--- src/rtl/mcs4.sv ---
// mcs4: base byte type shared by the debug-bus blocks
package mcs4;
   typedef logic [7:0] byte_t;
endpackage

--- src/rtl/dbg.sv ---
// dbg: debug-bus address types, host opcodes/responses and host FSM states
// St_cnt exists only when DBG_CMD_BURST_EN is defined
package dbg;
   typedef enum logic {Seg_ctl = 1'b0, Seg_rom = 1'b1} seg_t;
   typedef logic [7:0] seg_addr_t;
   typedef struct packed {
      seg_t      seg;
      seg_addr_t addr;
   } addr_t;
   localparam mcs4::byte_t Cmd_rd    = 8'h52;
   localparam mcs4::byte_t Cmd_wr    = 8'h57;
   localparam mcs4::byte_t Cmd_burst = 8'h42;
   localparam mcs4::byte_t Rsp_ack   = 8'h06;
   localparam mcs4::byte_t Rsp_nak   = 8'h15;
   typedef enum logic [2:0] {
      St_idle, St_addr_hi, St_addr_lo, St_data, St_bus, St_wait, St_resp
`ifdef DBG_CMD_BURST_EN
      , St_cnt
`endif
   } host_state_t;
endpackage

--- src/rtl/dbg_cmd_host.sv ---
// dbg_cmd_host: parses host command bytes into debug-bus cycles, one response byte per transaction
// DBG_CMD_BURST_EN adds the 'B' burst-read opcode
module dbg_cmd_host import dbg::*; #(
   parameter int RD_LAT      = 2,
   parameter int TIMEOUT_CYC = 1024
) (
   input  logic        clk,
   input  logic        rst,
   input  logic        rx_valid,
   input  logic [7:0]  rx_data,
   output logic        rx_ready,
   output logic        tx_valid,
   output logic [7:0]  tx_data,
   input  logic        tx_ready,
   output addr_t       dbg_addr,
   output logic        dbg_wen,
   output logic        dbg_ren,
   output mcs4::byte_t dbg_wdata,
   input  mcs4::byte_t dbg_rdata
);
   localparam int Tw = $clog2(TIMEOUT_CYC + 1);
   localparam int Lw = $clog2(RD_LAT + 1);
   localparam int Hw = $bits(addr_t) - 8;
   host_state_t state, state_nx, lo_nx;
   mcs4::byte_t op;
   logic [Hw-1:0] addr_hi;
   logic [Tw-1:0] to_cnt;
   logic [Lw-1:0] lat_cnt;
   logic acc, known, to_exp, lat_done, more;
`ifdef DBG_CMD_BURST_EN
   mcs4::byte_t burst_cnt;
   assign known = rx_data inside {Cmd_rd, Cmd_wr, Cmd_burst};
   assign more  = burst_cnt != 8'd0;
   assign lo_nx = op == Cmd_wr ? St_data : op == Cmd_burst ? St_cnt : St_bus;
`else
   assign known = rx_data inside {Cmd_rd, Cmd_wr};
   assign more  = 1'b0;
   assign lo_nx = op == Cmd_wr ? St_data : St_bus;
`endif
   assign acc      = rx_valid && rx_ready;
   assign to_exp   = to_cnt == Tw'(TIMEOUT_CYC - 1);
   assign lat_done = lat_cnt == Lw'(RD_LAT - 1);

   always_ff @(posedge clk) state <= rst ? St_idle : state_nx;

   // an accepted byte always wins over an expiring timeout
   always_comb begin
      state_nx = state;
      case (state)
         St_idle:    state_nx = acc ? (known ? St_addr_hi : St_resp) : state;
         St_addr_hi: state_nx = acc ? St_addr_lo : to_exp ? St_idle : state;
         St_addr_lo: state_nx = acc ? lo_nx : to_exp ? St_idle : state;
         St_data:    state_nx = acc ? St_bus : to_exp ? St_idle : state;
`ifdef DBG_CMD_BURST_EN
         St_cnt:     state_nx = acc ? St_bus : to_exp ? St_idle : state;
`endif
         St_bus:     state_nx = op == Cmd_wr ? St_resp : St_wait;
         St_wait:    state_nx = lat_done ? St_resp : state;
         St_resp:    state_nx = !tx_ready ? state : more ? St_bus : St_idle;
         default:    state_nx = St_idle;
      endcase
   end

   always_comb begin
      rx_ready = state inside {St_idle, St_addr_hi, St_addr_lo, St_data
`ifdef DBG_CMD_BURST_EN
                               , St_cnt
`endif
                               };
      dbg_wen  = state == St_bus && op == Cmd_wr;
      dbg_ren  = state == St_bus && op != Cmd_wr;
      tx_valid = state == St_resp;
   end

   always_ff @(posedge clk) begin
      if (rst) begin
         op        <= '0;
         addr_hi   <= '0;
         dbg_addr  <= '0;
         dbg_wdata <= '0;
         tx_data   <= '0;
         to_cnt    <= '0;
         lat_cnt   <= '0;
`ifdef DBG_CMD_BURST_EN
         burst_cnt <= '0;
`endif
      end else begin
         to_cnt  <= rx_ready && state != St_idle && !acc && !to_exp ? to_cnt + 1'b1 : '0;
         lat_cnt <= state == St_wait && !lat_done ? lat_cnt + 1'b1 : '0;
         if (acc && state == St_idle) op <= rx_data;
         if (acc && state == St_idle && !known) tx_data <= Rsp_nak;
         if (acc && state == St_addr_hi) addr_hi <= rx_data[Hw-1:0];
         if (acc && state == St_addr_lo) dbg_addr <= {addr_hi, rx_data};
         if (acc && state == St_data) dbg_wdata <= rx_data;
         if (state == St_bus && op == Cmd_wr) tx_data <= Rsp_ack;
         if (state == St_wait && lat_done) tx_data <= dbg_rdata;
`ifdef DBG_CMD_BURST_EN
         if (acc && state == St_cnt) burst_cnt <= rx_data;
         // burst addresses wrap inside the segment; seg is never touched
         if (state == St_resp && tx_ready && more) begin
            dbg_addr.addr <= dbg_addr.addr + 1'b1;
            burst_cnt     <= burst_cnt - 1'b1;
         end
`endif
      end
   end
endmodule

--- config.mk ---
export PLATFORM = sky130hd
export DESIGN_NAME = dbg_cmd_host
export DESIGN_NICKNAME = d
export VERILOG_FILES = /design/src/rtl/mcs4.sv /design/src/rtl/dbg.sv /design/src/rtl/dbg_cmd_host.sv
export SDC_FILE = /design/constraint.sdc
export NUM_CORES = 1
export LEC_CHECK = 0
export CORE_ASPECT_RATIO = 0.75
export CORE_UTILIZATION = 45
export DETAILED_ROUTE_END_ITERATION = 8
export PLACE_DENSITY_LB_ADDON = 0.15
export SKIP_LAST_GASP = 1
export SLEW_MARGIN = 20
export SYNTH_ARGS = -nofsm -noshare
export SYNTH_HDL_FRONTEND = slang
export SYNTH_SLANG_ARGS = --single-unit
export TNS_END_PERCENT = 1
--- constraint.sdc ---
create_clock -name clk -period 1.4 [get_ports clk]
set_input_delay 0.35 -clock clk [delete_from_list [all_inputs] [get_ports clk]]
set_output_delay 0.35 -clock clk [all_outputs]
set_load 0.03 [all_outputs]
==> flow_metrics.env <==
# physical design summary
export IMPL_grt_antenna_before_repair=0
export IMPL_detailedRoute_firstPassIterationCount=4
export IMPL_syn_area_per_cell_sq_um=8.24
export IMPL_ys_warnings_count=0
export IMPL_globalRoute_totalOverflow=0
export IMPL_layout_area_seq_sq_um=1010
export IMPL_power_switching_uw=1360
export IMPL_synth_stat_cells=260
export IMPL_syn_inst=260
export IMPL_startpoint="op[7]"
export IMPL_max_slew_margin=0.742
export IMPL_synthesis_stage_register_bit_count=50
export IMPL_r2r_end="tx_data[0]"
export IMPL_violations="negative setup slack"
export IMPL_finalMaxSlewViolations=0
export IMPL_count_of_unresolved_drc_violations_after_routing=0
export IMPL_post_layout_total_power_uw=4310
export IMPL_worst_setup_path_end_kind="primary output"
export IMPL_report_final_setup_viol=67
export IMPL_syn_nets=282
export IMPL_rsz0062_at_grt="true"
export IMPL_post_route_util=0.690
export IMPL_power_leakage_uw=0.00119
export IMPL_worst_r2r_startpoint="op[7]"
export IMPL_critical_path_startpoint_type="flop"
export IMPL_final_setup_worst_slack_ns=-0.303
export IMPL_clk_transition_reported_paths_ns=0.09
export IMPL_timing_setup_tns_ns=-11.75
export IMPL_power_share_sequential=0.383
export IMPL_n_antenna_cell=0
export IMPL_switching_share=0.316
export IMPL_depth_of_the_worst_register_to_register_path=7
export IMPL_timing_hold_worst_class="reg2reg"
export IMPL_warnings=29
export IMPL_post_synth_xor_area_fraction=0.0368
export IMPL_holdPathStages=1
export IMPL_run_status="complete, but fails checks"
export IMPL_logic_family="simple AND/OR/NAND/NOR gates"
export IMPL_grt_pass1_wl_um=8340
export IMPL_ant_nets=0
export IMPL_worst_clock_skew_on_the_final_layout_ns=0.00871
export IMPL_synth_top_cell_area_share=0.467
export IMPL_critical_path_max_fanout=3
export IMPL_cellPowerDensity_nw_per_um2=1380
export IMPL_synth_cell_area_sq_um=2140
export IMPL_max_vdd_ir_drop_mv=0.943
export IMPL_ys_sh_aoi=0.140
export IMPL_synth_cell_type_count=45
export IMPL_number_of_enable_type_register_cells_in_the_synthesized_netlist=0
export IMPL_cap_violations=0
==> state kept, by name, summed over array words and instances (netlist names) <==
| register | flops |
|---|---|
| dbg_wdata | 8 |
| addr_hi | 1 |
| op | 8 |
| to_cnt | 11 |
| state | 3 |
| dbg_addr | 9 |
| tx_data | 8 |
| lat_cnt | 2 |
==> layout make-up <==
cell class | count | area share
clock buffer | 5 | 0.0221
clock inverter | 3 | 0.0221
inverter | 11 | 0.0132
multi-input combinational | 184 | 0.334
sequential | 50 | 0.323
tap | 57 | 0.0229
timing repair buffer | 91 | 0.263
==> cell usage in the layout (no fill, tap or decap), types with 3 or more instances in the layout <==
cell and count:
o32ai_1 6, nand3_1 6, nor2_1 23, nor3_1 4, or3_1 3, clkdlybuf4s50_1 43, inv_1 10, buf_6 4
xor2_1 6, a21oi_1 28, nand3b_1 4, clkbuf_8 5, dfxtp_1 46, buf_4 43, nand2_1 60, xnor2_1 3
dfxtp_2 4, o21ai_0 3
==> what timing repair did <==
action                                 CTS  global route
pin swaps                                2             1
endpoints found under the hold margin    0             0
resized                                  7             1
setup endpoints to repair               67            76
setup buffers                            1             0
==> synth_stat cells (3+ instances only) <==
cell type  number
o21ai_0         3
buf_2           3
nand3b_1        4
xor2_1          6
a21oi_1        28
nor3b_1         3
dfxtp_1        50
nor3_1          4
nand3_1         6
o32ai_1         6
or3_1           3
xnor2_1         3
nor2_1         25
nand2_1        60
inv_1          10
clkbuf_1        9
==> critical path: cells and delay by family, from the launching register on <==
family | cells | cell delay [ns]
DFF | 1 | 0.32
and+or+nand+nor | 2 | 0.40
buffers and inverters | 2 | 0.33
==> metal layers <==
metal	share of wire	vias to the layer above	track usage
met5	0	-	0
met4	0.0080	0	0.0627
met1	0.51	905	0.338
met3	0.077	5	0.0526
li1	-	1047	-
met2	0.41	65	0.313
Cell density map:
(4 px per um) 8 x 6 tiles, from black (low) to pale yellow (high), 0 to 100% covered.
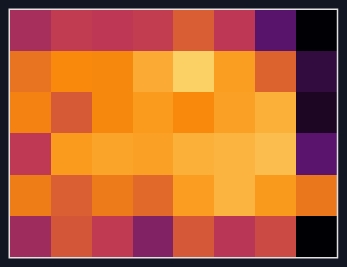
The fullest tile reaches 90%. The mean over all tiles is 60%. The emptiest ninth of the die: upper right. 31% of the tiles are over 75% full. The densest ninth of the die: center. 4.2% of the tiles are nearly empty.

Sequential cells colored by netlist name:
(4 px per um) Other sequential cells in the stronger gray, the rest of the logic in the fainter gray.
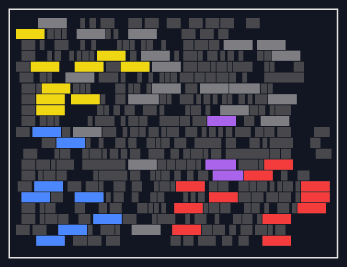
Key: yellow = dbg_addr [placed flops 9, where upper left]; red = to_cnt [placed flops 11, where lower right]; blue = tx_data [placed flops 8]; purple = state [placed flops 3]
Another 19 sequential cells are not colored.

Clock routing:
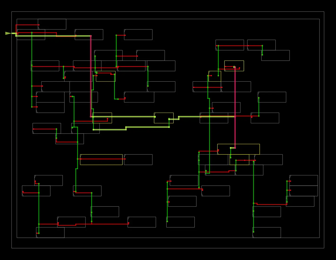
Clock Latency Late Sink: 0.30 ns
flop count: 50
number of sinks on the clock net: 50

